### Met1 routing, run 1

Scale bar: 20 um.
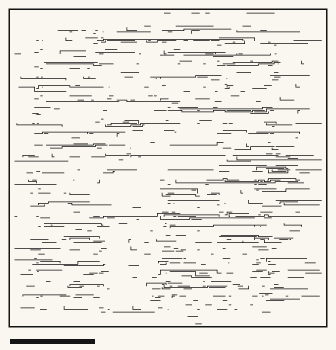
### Metal 2, run 1

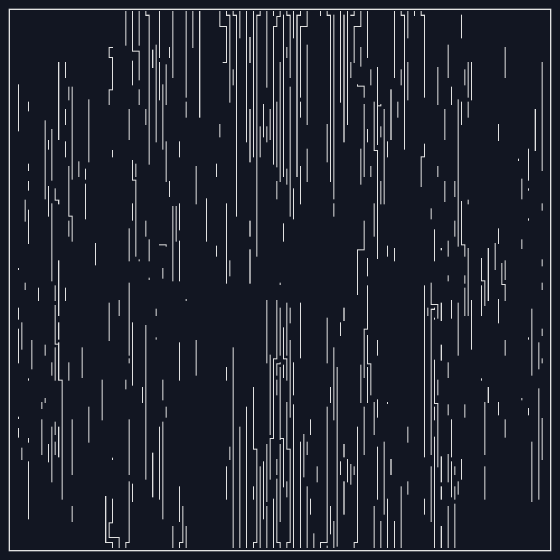
### The metal 3 layer, run 1

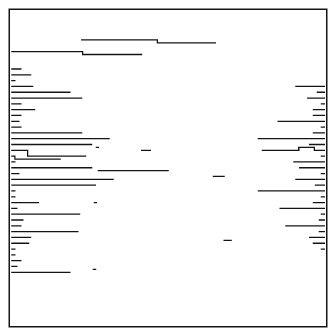
==> config.mk <==
export PLATFORM = sky130hd
export DESIGN_NAME = block_output_mux_unit
export DESIGN_NICKNAME = d
export VERILOG_FILES = /design/src/rtl/block_output_mux_unit.sv
export SDC_FILE = /design/constraint.sdc
export NUM_CORES = 1
export LEC_CHECK = 0
export ABC_AREA = 0
export ABC_CLOCK_PERIOD_IN_PS = 3400
export CORE_UTILIZATION = 37
export DETAILED_ROUTE_END_ITERATION = 10
export PLACE_DENSITY_LB_ADDON = 0.12
export SLEW_MARGIN = 20
export SYNTH_ARGS = -nofsm -noshare
export SYNTH_HDL_FRONTEND = slang
export SYNTH_SLANG_ARGS = --single-unit
==> constraint.sdc <==
create_clock -name clk -period 3.4 [get_ports clk]
set_clock_uncertainty 0.2 [all_clocks]
set_input_delay 0.85 -clock clk [delete_from_list [all_inputs] [get_ports clk]]
set_output_delay 0.85 -clock clk [all_outputs]
set_load 0.01 [all_outputs]
==> metrics.yaml, run 1 <==
max_slew_margin_vs_limit_pct: 56.8
top_cells_by_area_in_the_synthesized_netlist: "sky130_fd_sc_hd__dfxtp_1 67%, sky130_fd_sc_hd__a21boi_0 6.7%, sky130_fd_sc_hd__a211oi_1 6.3%"
postCtsSetupRepairBufs: 0
ys_seq_share_pct: 66.8
setup_ws_ps: 1100
synth-compound-area-share_pct: 19.2
tool_warnings: 26
placed_instances: 351
preCtsSetupSlack_ps: 561
finalClockPeriodUsage_pct: 67.7
largest_area_cell: "sky130_fd_sc_hd__dfxtp_1"
clock-sinks: 64
finalWeightedCongestion: 0.676
critical_path_cell_list: "clkdlybuf4s50_1, nand4bb_1, a21boi_0"
critical_path.max_stage_delay_ps: 590
die_width_um: 74
final.signal_buffer_count: 134
routed_via_density: 4.36
power.largest_group: "sequential cells"
tap-cell-count: 67
ys_chip_area_um2: 1920
final_layout_size_suffix_gt1_share_pct: 6.40
port-buffer-count: 132
critical_path.endpoint_type: "register"
timing.critical_path.buf_inv: 1
result_of_the_run: "finished, final reports clean"
dr.first_iter.drc_count: 58
top_area_cell_class: "buffers"
yosys.area_share.simple_pct: 8.35
top_area_share_pct: 66.8
## Picture notes: 'Met1 routing'
wire length on this layer = 1,810 um
nets with wire on the layer = 305
main direction = horizontal
routed wire length: 4.60 mm
number of vias in the routed layout: 1,587
met1 Usage GRT: 18.2%

## Picture notes: 'Metal 2'
wire length on this layer = 2,200 um
longest straight run = 33.0 um
main direction = vertical
nets with wire on the layer = 293
met2 track demand over resource: 27.5%

## Picture notes: 'The metal 3 layer'
longest straight run = 23.7 um
wire length on this layer = 502 um
main direction = horizontal
nets with wire on the layer = 67
met3 usage in global routing: 9.62%

## Run 2: what changed since run 1
Settings changed: ABC_CLOCK_PERIOD_IN_PS 3400 to 2390, CORE_UTILIZATION 37 to 34.
Clock period 3.4 ns to 2.39 ns, I/O delays scaled along.
==> metrics.yaml, run 2 <==
result_of_the_run: "finished, final reports clean"
clock-sinks: 64
postCtsSetupRepairBufs: 0
wire_length_of_the_first_global_routing_pass_mm: 7.09
final_layout_size_suffix_gt1_share_pct: 6.93
synth_top_flop_cell: "sky130_fd_sc_hd__dfxtp_1"
finalClockPeriodUsage_pct: 86.6
timing.critical_path.buf_inv: 1
top_area_cell_class: "buffers"
met2_usage_pct: 23.2
ys_seq_share_pct: 66.8
top_cells_by_area_in_the_synthesized_netlist: "sky130_fd_sc_hd__dfxtp_1 67%, sky130_fd_sc_hd__a21boi_0 6.7%, sky130_fd_sc_hd__a211oi_1 6.3%"
tool_warnings: 26
die_width_um: 77.1
power.leakage_nw: 1.37
tap-cell-count: 70
top_area_share_pct: 66.8
worstPathMaxFanout: 16
wl_met1_mm: 2.07
critical_path.max_stage_delay_ps: 640
post-route-cell-area_um2: 3480
critical_path_cell_list: "clkdlybuf4s50_1, or3b_1, a211oi_1"
synth-compound-area-share_pct: 19.2
seq_cell_count: 64
setup_ws_ps: 319
final.signal_buffer_count: 139
drv.max_cap_violation_count: 0
area_growth_pct: 81.7
dr.first_iter.drc_count: 63
cts_buf_count: 9
yosys.area_share.simple_pct: 8.35
max_slew_margin_vs_limit_pct: 61.5
ys_sh_xor_pct: 0
preCtsSetupSlack_ps: -22.4
timing.critical_path.max_delay_family: "simple AND/OR/NAND/NOR gates"
clock_power_share_pct: 35.1
finalWeightedCongestion: 0.708
placed_instances: 359
ys_chip_area_um2: 1920
grt_util_met1_pct: 19.8
globalRouteMet3Util_pct: 7.38
power.largest_group: "sequential cells"
largest_area_cell: "sky130_fd_sc_hd__dfxtp_1"
### Wires at chosen ports, followed through buffers, run 2

Scale bar: 20 um.
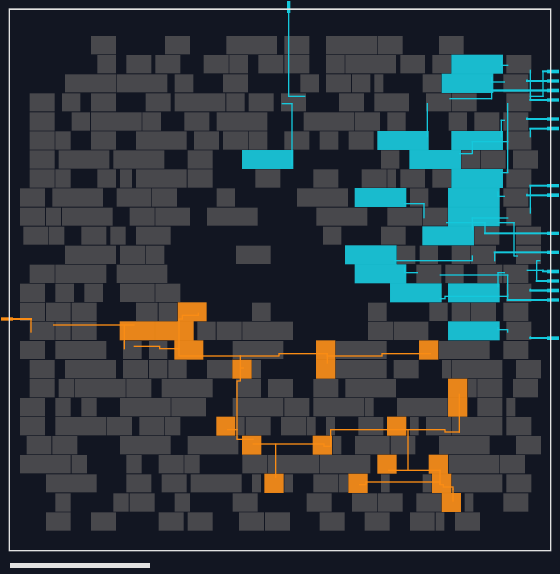
`note2` -> cyan  # direction output, edge 15 east, 1 north, end cells 16, wire 211 um
`rst` -> orange  # direction input, edge west, end cells 20, wire 164 um
Top Ports: 133
buffers added on ports: 132

### The metal 3 layer, run 2

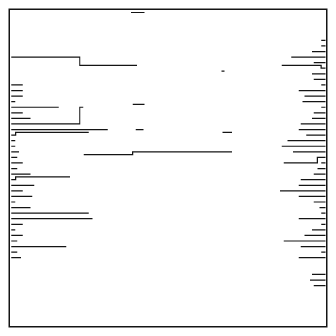
share of all routed wire = 10%
longest straight run = 24.1 um
wire length on this layer = 468 um
number of vias in the routed layout: 1,599
routed wire length: 4.66 mm

## Run 3: what changed since run 2
Settings changed: CAP_MARGIN set to 20.
==> metrics.yaml, run 3 <==
wl_met1_mm: 2.07
timing.critical_path.buf_inv: 1
postCtsSetupRepairBufs: 0
placed_instances: 359
synth_top_flop_cell: "sky130_fd_sc_hd__dfxtp_1"
yosys.area_share.simple_pct: 8.35
result_of_the_run: "finished, final reports clean"
final.signal_buffer_count: 139
ys_seq_share_pct: 66.8
wire_length_of_the_first_global_routing_pass_mm: 7.09
preCtsSetupSlack_ps: -22.4
die_width_um: 77.1
worstPathMaxFanout: 16
cts_buf_count: 9
port-buffer-count: 132
setup_ws_ps: 319
post-route-cell-area_um2: 3480
io_pins: 133
seq_cell_count: 64
critical_path.max_stage_delay_ps: 640
### Wires at chosen ports, followed through buffers, run 3

Scale bar: 20 um.
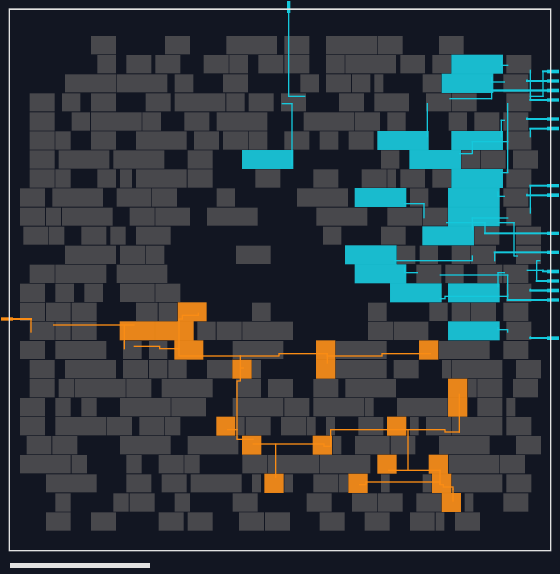
`rst` -> orange  # direction input, edge west, end cells 20, wire 164 um
`note2` -> cyan  # direction output, edge 15 east, 1 north, end cells 16, wire 211 um

### Routing congestion map, run 3

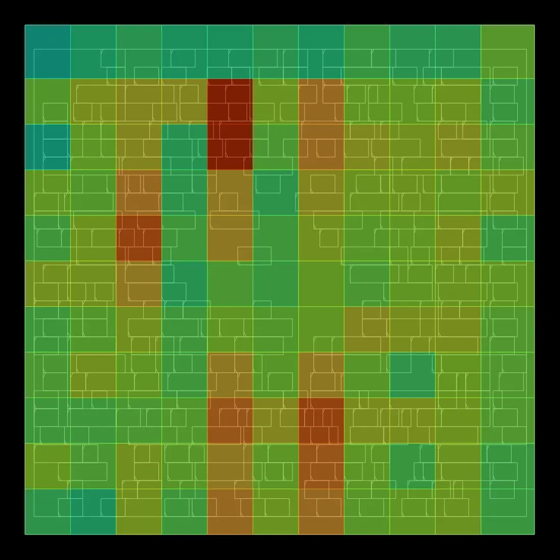
met3 usage in global routing: 7.38%
met1 Usage GRT: 19.8%

